**config.mk**
```make
export PLATFORM = sky130hd
export DESIGN_NAME = spice_node_integrator
export DESIGN_NICKNAME = d
export VERILOG_FILES = /design/src/rtl/spice_node_integrator.sv
export SDC_FILE = /design/constraint.sdc
export NUM_CORES = 1
export LEC_CHECK = 0
export ABC_AREA = 1
export CAP_MARGIN = 20
export CORE_ASPECT_RATIO = 1.2
export CORE_MARGIN = 2
export CORE_UTILIZATION = 40
export CTS_BUF_LIST = sky130_fd_sc_hd__clkbuf_4 sky130_fd_sc_hd__clkbuf_8
export CTS_CLUSTER_SIZE = 10
export DETAILED_ROUTE_END_ITERATION = 16
export PLACE_DENSITY_LB_ADDON = 0.15
export SLEW_MARGIN = 0
export SYNTH_ARGS = -nofsm -noshare
export SYNTH_HDL_FRONTEND = slang
export SYNTH_SLANG_ARGS = --single-unit
```
**constraint.sdc**
```tcl
create_clock -name clk -period 4.5 [get_ports clk]
set_input_delay 0.9 -clock clk [delete_from_list [all_inputs] [get_ports clk]]
set_output_delay 0.9 -clock clk [all_outputs]
set_load 0.005 [all_outputs]
```
**src/rtl/spice_node_integrator.sv**
```systemverilog
// Per-node voltage integrator: sums terminal currents, integrates into a clamped node voltage.
// Defining SPICE_NODE_PIPE_EN registers the current sum first, giving a 2-cycle update with busy.
`ifndef W
`define W 15
`endif
`ifndef HI
`define HI 16384
`endif
`ifndef LO
`define LO (-16384)
`endif

module spice_node_integrator #(
  parameter int N_TERM     = 4,
  parameter int CAP_SHIFT  = 2,
  parameter int SETTLE_TOL = 2,
  parameter int SETTLE_CNT = 8
) (
  input  logic                     clk,
  input  logic                     reset,
  input  logic                     step,
  input  logic                     init,
  input  logic signed [`W:0]       v_init,
  input  logic [N_TERM*(`W+1)-1:0] i_bus,
  output logic signed [`W:0]       v,
  output logic                     sat_hi,
  output logic                     sat_lo,
  output logic                     settled,
  output logic                     busy
);

  localparam int unsigned VW = `W + 1;
  localparam int unsigned SW = VW + $clog2(N_TERM);
  localparam int unsigned XW = SW + 1;
  localparam int unsigned CW = $clog2(SETTLE_CNT + 1);

  localparam logic signed [VW-1:0] V_HI    = VW'(`HI);
  localparam logic signed [VW-1:0] V_LO    = VW'(`LO);
  localparam logic signed [XW-1:0] X_HI    = XW'(`HI);
  localparam logic signed [XW-1:0] X_LO    = XW'(`LO);
  localparam logic signed [SW-1:0] TOL_P   = SW'(SETTLE_TOL);
  localparam logic signed [SW-1:0] TOL_N   = SW'(-SETTLE_TOL);
  localparam logic [CW-1:0]        CNT_MAX = CW'(SETTLE_CNT);

  logic signed [SW-1:0] ext [N_TERM];
  logic signed [SW-1:0] sum_c;
  logic signed [SW-1:0] upd_sum_c;
  logic signed [SW-1:0] delta_c;
  logic signed [XW-1:0] vn_c;
  logic                 upd_en_c;
  logic                 quiet_c;
  logic [CW-1:0]        cnt;
  logic [CW-1:0]        cnt_nx_c;

  function automatic logic signed [VW-1:0] clamp(input logic signed [XW-1:0] x);
    if (x > X_HI)      clamp = V_HI;
    else if (x < X_LO) clamp = V_LO;
    else               clamp = VW'(x);
  endfunction

  // Sign-extend each terminal to the growth-safe width before summing.
  for (genvar k = 0; k < N_TERM; k++) begin : g_ext
    logic signed [VW-1:0] term;
    assign term   = i_bus[k*VW +: VW];
    assign ext[k] = SW'(term);
  end

  always_comb begin
    sum_c = '0;
    for (int k = 0; k < N_TERM; k++) begin
      sum_c = sum_c + ext[k];
    end
  end

`ifdef SPICE_NODE_PIPE_EN
  logic signed [SW-1:0] sum_q;
  logic                 busy_q;

  // Capture the sum on an accepted step; apply it on the following edge.
  always_ff @(posedge clk or posedge reset) begin
    if (reset) begin
      sum_q  <= '0;
      busy_q <= 1'b0;
    end else if (init) begin
      busy_q <= 1'b0;
    end else if (busy_q) begin
      busy_q <= 1'b0;
    end else if (step) begin
      sum_q  <= sum_c;
      busy_q <= 1'b1;
    end
  end

  assign upd_sum_c = sum_q;
  assign upd_en_c  = busy_q;
  assign busy      = busy_q;
`else
  assign upd_sum_c = sum_c;
  assign upd_en_c  = step;
  assign busy      = 1'b0;
`endif

  // Quiet test uses the unclamped delta so a pinned rail node can still settle.
  always_comb begin
    delta_c  = upd_sum_c >>> CAP_SHIFT;
    vn_c     = XW'(v) + XW'(delta_c);
    quiet_c  = (delta_c >= TOL_N) && (delta_c <= TOL_P);
    cnt_nx_c = '0;
    if (quiet_c) begin
      cnt_nx_c = (cnt == CNT_MAX) ? cnt : cnt + CW'(1);
    end
  end

  always_ff @(posedge clk or posedge reset) begin
    if (reset) begin
      v       <= V_LO;
      cnt     <= '0;
      settled <= 1'b0;
    end else if (init) begin
      v       <= clamp(XW'(v_init));
      cnt     <= '0;
      settled <= 1'b0;
    end else if (upd_en_c) begin
      v       <= clamp(vn_c);
      cnt     <= cnt_nx_c;
      settled <= (cnt_nx_c == CNT_MAX);
    end
  end

  assign sat_hi = (v == V_HI);
  assign sat_lo = (v == V_LO);

endmodule

```
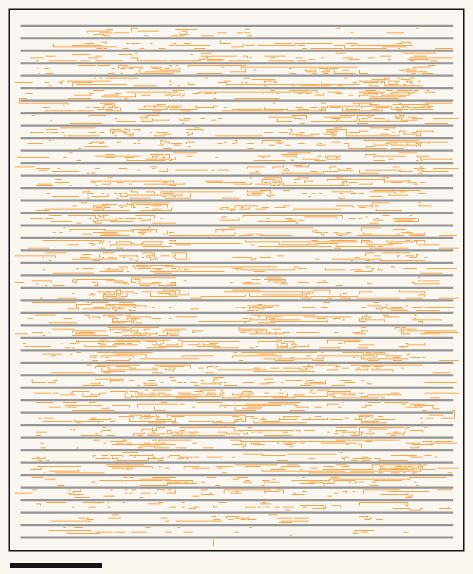
run_1/m1.png
Bar = 20 um. Supply wires on this layer in grey.
The layer carries 5320 um of wire. 950 nets have wire on it. The wires run mostly horizontal.
met1 Track Usage GR: 24.1%
Detailed Route WL: 14900 um
DR vias: 5085

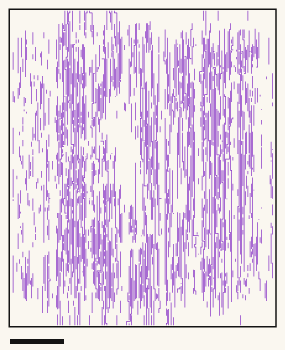
run_1/m2.png
Bar = 20 um.
The layer holds 57% of the routed length. The wires run mostly vertical. 910 nets have wire on it. The layer carries 8520 um of wire. The longest straight run is 81.9 um.
GR Util met2: 49.3%

==> out/metrics.yaml, run 1 <==
yosys:
  ys_sh_adder_pct: 25.4
  synthSimpleGateAreaFrac_pct: 37.1
  ys.flops: 21
  logic_family: "simple AND/OR/NAND/NOR gates"
  edf_count: 0
  ys_sh_xor_pct: 2.64
  synth.net_count: 822
  synthAoiAreaFrac_pct: 7.90
  syn-cell-area_um2: 4310
  avgSynthCellArea_um2: 6.42
  synth_warnings: 0
  ys_sh_mux_pct: 0
  yosysChipArea_um2: 4310
  seq_area_frac_synth_pct: 12.3
  syn_inst: 671
  flop_cell: "dfrtp_1"
  ys_cells: 671
  synth.distinct_cells: 41
pwr:
  vdd_ir_drop_max_mv: 0.389
  cellPowerDensity_nw_per_um2: 801
  p_clk_share_pct: 2.2
  combPwrFrac_pct: 91.9
  power.share.switching_pct: 49.0
  p_leak_uw: 0.00383
  p_total_uw: 6170
  internal_power_uw: 3150
  seq_power_share_pct: 5.9
  p_sw_uw: 3020
sta:
  period_used_pct: 103
  fmax_mhz: 216
  rsz0062_at_grt: "true"
  slew_headroom_pct: 28.4
  setup_viol: 15
  final-hold-violation-count: 0
  final-max-slew-violation-count: 0
  setup_ws_ps: -140
  tightest_slew_ps: 1070
  fin_skew_ps: 1.05
setup_path:
  endpoint_kind: "flip-flop"
  crit_type: "input pin to flip-flop"
  cp_max_fo: 7
  worstPathRequired_ps: 4660
  setup.worst_path.start_class: "input pin"
  critPathArrivalTime_ps: 4800
grt:
  gr-total-overflow: 0
  grt_usage_pct: 24.0
  grt_pass1_vias: 5458
  grt_pass1_wl_um: 23300
  grt_start_max_net_pins: 22
  antenna_found_initial: 0
floorplanning:
  pin_count: 104
  fp_util_pct: 41.0
  die_area_um2: 11600
  coreArea_um2: 10500
  die_h_um: 118
  die-width_um: 98.7
layout:
  nNetsFinal: 1046
  lay_top_cells: "106 x buf_4, 99 x nand2_1, 90 x inv_1"
  lay_top_count: "buf_4"
  syn_to_final_growth_pct: 78.9
  drive_gt1_share_pct: 50.4
  fill_cells: 842
  diodes: 0
  regArea_um2: 528
drt:
  wl_per_cell_um: 14.5
  drt_pass1_iterations: 4
  drc_errors: 0
  viasPerCell: 4.97
  drtIter0Drc: 139
  ant_nets: 0
clock_tree:
  htreeDepth: 1
  cts_num_sinks: 21
  cts_buffer_depth: 2
  tritoncts: "done"
  cts-root-buf: "clkbuf_8"
  clk_pin_slew_ps: 70
  hold_buffers: 0
  clkLatencyLatePin_ps: 270
placed_design:
  dp_hpwl_um: 10800
  dpl_worst_slack_ps: -999
  routabilityCongestion: 0.859
  portBuffers: 102
flow_run:
  tool_warnings: 29
  maxCapViolations: 0
hold_path:
  hp-class: "flip-flop to flip-flop"
outcome:
  violations: "negative setup slack"
  status: "finished with violations"
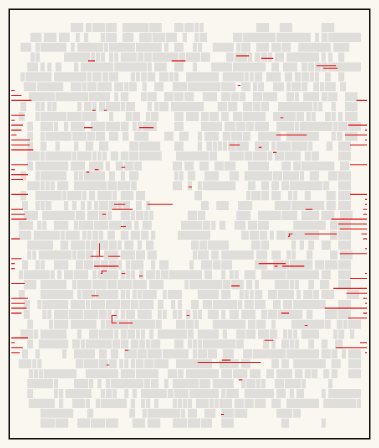
run_1/m3.png
Cells faint in the background.
The longest straight run is 17.0 um. 93 nets have wire on it. The wires run mostly horizontal. The layer carries 342 um of wire.
GR Layer Usage met3: 1.37%

## run 1: synth_stat cells (2+ instances only)
master	instances	area [um2]
ha_1	33	413
nor2_2	5	31.3
inv_1	145	544
nor2_1	38	143
nand4_1	11	68.8
and3_1	2	12.5
a21oi_1	35	175
nor4_1	4	25.0
dfstp_2	2	52.6
nand2_2	18	113
nor3b_1	21	158
dfrtp_1	19	475
nand3_2	2	20.0
nand3_1	42	210
fa_1	34	681
xor2_1	7	61.3
o21a_1	2	15.0
o21ai_0	6	30.0
nand2_1	181	679
a31oi_1	3	18.8
nand3b_1	3	22.5
clkbuf_1	4	15.0
xnor2_1	6	52.6
inv_2	12	45.0
a21oi_2	5	43.8
nor3_1	11	55.1
o21ai_1	6	30.0
## run 1: per-stage QoR
stage / instances / hold WS, ps / util, % / setup TNS [ps] / area (um2)
4_1_cts: 1013 / 516 / 68.5 / -786 / 7200
3_5_place_dp: 976 / 498 / 59.3 / -15960 / 6240
2_1_floorplan: 671 / 472 / - / 0 / 4490
3_3_place_gp: 976 / 463 / 59.3 / -15500 / 6240
5_1_grt: 1023 / 555 / 73.3 / -4460 / 7710
6_report: 1023 / 501 / 73.3 / -1400 / 7710
## run 1: critical path, cell delays in order
cell	delay, ps
buf_6	70
inv_2	30
fa_1	550
inv_2	40
fa_1	480
nand2_2	110
nor2_4	50
fa_2	430
buf_4	160
nand3_2	100
nand3_2	90
nand2_2	70
nand2_2	60
inv_2	70
ha_4	220
a21oi_4	190
o21ai_2	90
a21oi_2	170
nand2_2	100
nand2_1	70
nand2_1	50
nand2_2	90
inv_4	40
nand4_1	110
buf_6	150
nand3_4	160
nand2_2	110
nand2_1	60
## run 1: power by group through the flow
stage,clock [uW],sequential [uW],combinational (uW)
after CTS,135,358,4840
after global routing,139,374,6090
final,134,364,5670
after detailed placement,0,348,3670
after global placement,0,347,3610
after floorplan,0,321,2180
## run 1: routing by layer
| layer | GRT usage, % | vias up | wire length (um) |
|---|---|---|---|
| li1 | - | 2523 | - |
| met1 | 24.1 | 2394 | 5320 |
| met2 | 49.3 | 127 | 8520 |
| met3 | 1.37 | 41 | 342 |
| met4 | 10.0 | 0 | 684 |
| met5 | 0 | - | 0 |
## run 1: registers in the layout, summed over array words and instances, names as in the netlist
name     flops
cnt          4
v           16
settled      1
## run 1: layout make-up
type	count	area share, %
inverters	158	7.86
clock buffers	4	0.633
flip-flops and latches	21	6.85
multi-input cells	487	58.4
well taps	129	2.09
repair buffers	224	24.1
## run 1: final timing paths
check,from,endpoint,slack [ps],cells after the start
min,settled$_DFFE_PP0P_,settled$_DFFE_PP0P_,500,2
max reg2reg,v[0]$_DFFE_PP0P_,v[13]$_DFFE_PP0P_,2000,20
max in group asynchronous,reset,cnt[1]$_DFFE_PP0P_,2940,2
min in group asynchronous,reset,v[1]$_DFFE_PP0P_,1080,2
max,i_bus[17],v[13]$_DFFE_PP0P_,-140,28
min reg2reg,settled$_DFFE_PP0P_,settled$_DFFE_PP0P_,500,2
## run 1: timing repair
item | CTS | global route
gates resized | 294 | 147
hold endpoints to repair | 0 | 0
endpoints found under the setup margin | 16 | 21
pin swaps | 148 | 142
cloned | 1 | 1
setup buffers | 32 | 12
==> run 1 -> run 2 <==
--- a/config.mk
+++ b/config.mk
@@ -6,8 +6,9 @@
 export NUM_CORES = 1
 export LEC_CHECK = 0
 export ABC_AREA = 1
+export ABC_CLOCK_PERIOD_IN_PS = 4500
 export CAP_MARGIN = 20
-export CORE_ASPECT_RATIO = 1.2
+export CORE_ASPECT_RATIO = 0.6
 export CORE_MARGIN = 2
 export CORE_UTILIZATION = 40
 export CTS_BUF_LIST = sky130_fd_sc_hd__clkbuf_4 sky130_fd_sc_hd__clkbuf_8
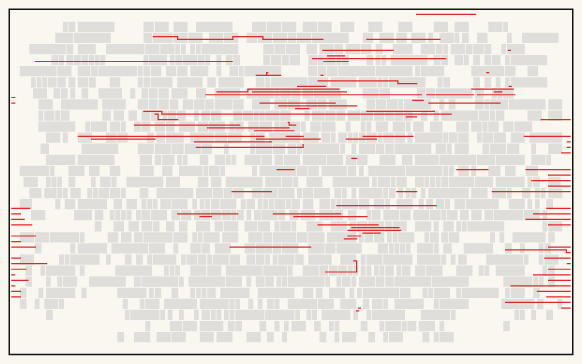
run_2/m3.png
Cells faint in the background.
The wires run mostly horizontal. The layer holds 7.8% of the routed length. The layer carries 1160 um of wire.
Detailed Route WL: 14900 um
DR vias: 5091
GR Layer Usage met3: 4.17%

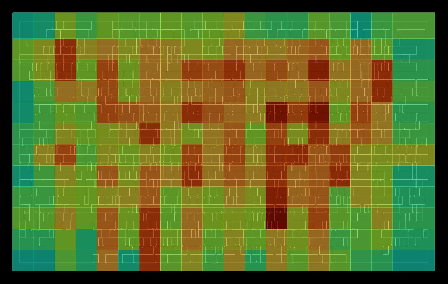
run_2/congestion_map.png
wire per inst: 14.5 um
GR peak layer: met2
Tot GR Track Use: 25.1%
met1 Track Usage GR: 36.9%
final core occ: 72.6%

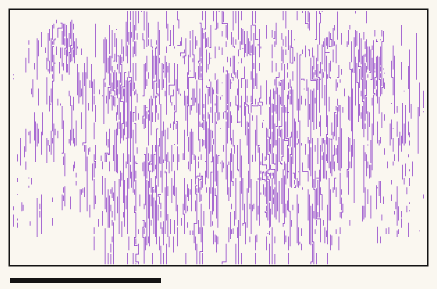
run_2/m2.png
Bar = 50 um.
The layer carries 6790 um of wire. 890 nets have wire on it. The layer holds 46% of the routed length. The longest straight run is 30.4 um.
GR Util met2: 39.7%

==> out/metrics.yaml, run 2 <==
drt:
  drc_errors: 0  # unchanged
  drtIter0Drc: 328  # +140%
  ant_nets: 0  # unchanged
  viasPerCell: 4.96  # -0.27%
clock_tree:
  clkLatencyLatePin_ps: 280  # about the same
  htreeDepth: 1  # unchanged
  cts_buffer_depth: 2  # unchanged
  hold_buffers: 0  # unchanged
  clk_pin_slew_ps: 80  # about the same
  tritoncts: "done"
  cts-root-buf: "clkbuf_8"
outcome:
  status: "finished with violations"
  violations: "negative setup slack"
layout:
  drive_gt1_share_pct: 51.8  # +1.4 points
  lay_top_cells: "105 x buf_4, 100 x nand2_1, 89 x inv_1"
  largest_reg_flops: 16  # unchanged
  largest_registers: "v: 16 flops, cnt: 4 flops, settled: 1 flops"
  design_area_um2: 7640  # -0.89%
  diodes: 0  # unchanged
  nNetsFinal: 1040  # -0.57%
  syn_to_final_growth_pct: 77.3
  regArea_um2: 528  # unchanged
  fill_cells: 809  # -3.9%
yosys:
  top_cell_area_share_pct: 15.8  # unchanged
  avgSynthCellArea_um2: 6.42  # unchanged
  ys_cells: 671  # unchanged
  synth_warnings: 0  # unchanged
  syn-cell-area_um2: 4310  # unchanged
  yosysChipArea_um2: 4310  # unchanged
  synth.distinct_cells: 41  # unchanged
  common_cells: "181 x nand2_1, 145 x inv_1, 42 x nand3_1, 38 x nor2_1, 35 x a21oi_1"
  flop_cell: "dfrtp_1"
  ys.flops: 21  # unchanged
  seq_area_frac_synth_pct: 12.3  # unchanged
  syn_inst: 671  # unchanged
  synth_top_cell_by_count: "nand2_1"
  ys_top_cells_by_area: "fa_1 16%, nand2_1 16%, inv_1 13%"
  yosys.area.top_type: "fa_1"
  synth.net_count: 822  # unchanged
setup_path:
  endpoint_kind: "flip-flop"
  cp_max_fo: 7  # unchanged
  crit_type: "input pin to flip-flop"
  critPathArrivalTime_ps: 4790  # about the same
  path_buffers: 6  # -1
  setup.worst_path.start_class: "input pin"
  rrSetupSlack_ps: 1930  # -70 ps
  worst_path_most_repeated_cell: "nand2_2"
  crit_family: "simple AND/OR/NAND/NOR gates"
  slowest_stage: "fa_1"
  critPathMaxStageDelay_ps: 530  # -20 ps
sta:
  rsz0062_at_grt: "true"
  fmax_mhz: 216  # +0.45%
  tightest_slew_ps: 852  # -217 ps
  final-max-slew-violation-count: 0  # unchanged
  min_period_ps: 4620
  slew_headroom_pct: 43.2  # +15 points
  period_used_pct: 103  # -0.46 points
  final-hold-violation-count: 0  # unchanged
  setup_viol: 15  # unchanged
  fin_skew_ps: 1.08  # +0.0252 ps
  setup_ws_ps: -119  # +20.9 ps
flow_run:
  maxCapViolations: 0  # unchanged
placed_design:
  postPlaceCellArea_um2: 6250  # about the same
  routabilityCongestion: 0.911  # +6.1%
  portBuffers: 102  # unchanged
  dp_hpwl_um: 10700  # -1.2%
grt:
  gr-total-overflow: 0  # unchanged
  antenna_found_initial: 0  # unchanged
  grt_pass1_wl_um: 23600  # +1.4%
  grt_start_max_net_pins: 22  # unchanged
  grt_pass1_vias: 5099  # -6.6%
floorplanning:
  die-width_um: 138  # +40%
  coreArea_um2: 10500  # about the same
  die_area_um2: 11600  # +0.21%
  fp_util_pct: 40.9  # about the same
  pin_count: 104  # unchanged
  die_h_um: 84.4  # -28%
pwr:
  cellPowerDensity_nw_per_um2: 809  # +1.0%
  p_leak_uw: 0.00380  # -0.74%
  vdd_ir_drop_max_mv: 0.563  # +45%
hold_path:
  hp-class: "flip-flop to flip-flop"
[run 2: worst paths after layout]
kind | start | to | cells past startpoint
min | settled$_DFFE_PP0P_ | settled$_DFFE_PP0P_ | 2
min reg2reg | settled$_DFFE_PP0P_ | settled$_DFFE_PP0P_ | 2
min in group asynchronous | reset | v[1]$_DFFE_PP0P_ | 2
max | i_bus[39] | v[13]$_DFFE_PP0P_ | 29
max in group asynchronous | reset | cnt[1]$_DFFE_PP0P_ | 2
max reg2reg | v[0]$_DFFE_PP0P_ | v[13]$_DFFE_PP0P_ | 19
[run 2: layout make-up]
type	instances	area share, %
Multi-Input combinational cell	487	59.0
Timing Repair Buffer	218	23.2
Inverter	158	7.96
Sequential cell	21	6.91
Tap cell	139	2.28
Clock buffer	4	0.639
[run 2: what timing repair did]
item                       CTS  global route
resized                    311           149
pin swaps                  149           113
buffers inserted            26            10
gates cloned                 1             1
setup endpoints to repair   16            21
[run 2: power by group]
| group | switching [uW] | total [uW] | internal [uW] |
|---|---|---|---|
| logic | 2900 | 5670 | 2770 |
| clock network | 71.0 | 141 | 69.6 |
| registers | 110 | 365 | 254 |
| total | 3090 | 6180 | 3090 |
[run 2: worst reg2reg max path: stages (launching register included)]
cell	delay (ps)
dfrtp_1	450
ha_4	170
inv_2	40
fa_2	370
inv_2	70
nand3_2	60
nand2_2	100
nand2_2	70
nand2_4	90
nand4_4	130
nand2_2	100
nand2_1	60
nand2_1	70
nand2_2	80
inv_4	60
nand4_1	150
buf_6	190
nand3_4	150
nand2_2	80
nand2_2	60
[run 2: stage by stage]
| stage | setup WS [ps] | cells | total power (uW) | hold WS, ps | setup TNS, ps |
|---|---|---|---|---|---|
| finish | -119 | 1027 | 6180 | 493 | -1260 |
| detailed placement | -994 | 985 | 3980 | 474 | -15690 |
| CTS | 0.321 | 1016 | 5180 | 494 | 0 |
| global placement | -996 | 985 | 3930 | 469 | -15840 |
| floorplan | 1.27 | 671 | 2500 | 472 | 0 |
| global route | -272 | 1027 | 6630 | 527 | -3660 |
[run 2: cells by family (layout without fill, tap and decap cells)]
kind of cell	after synthesis	after routing	share of synthesized area (%)
simple gates	344	346	37.1
buf+inv	165	380	14.7
fa+ha+maj	67	67	25.4
compound gates	60	60	7.90
flops	21	21	12.3
xor+xnor	13	13	2.64
other cells	1	1	0.0870
[run 2: routing by layer]
metal  up-vias  global-route usage (%)  part of all wire (%)
met5         -                       0                     0
met4         0                    3.15                  0.97
met3        21                    4.17                   7.8
met2       155                    39.7                    46
met1      2391                    36.9                    46
li1       2524                       -                     -
Power is estimated from default activity; no workload was simulated.
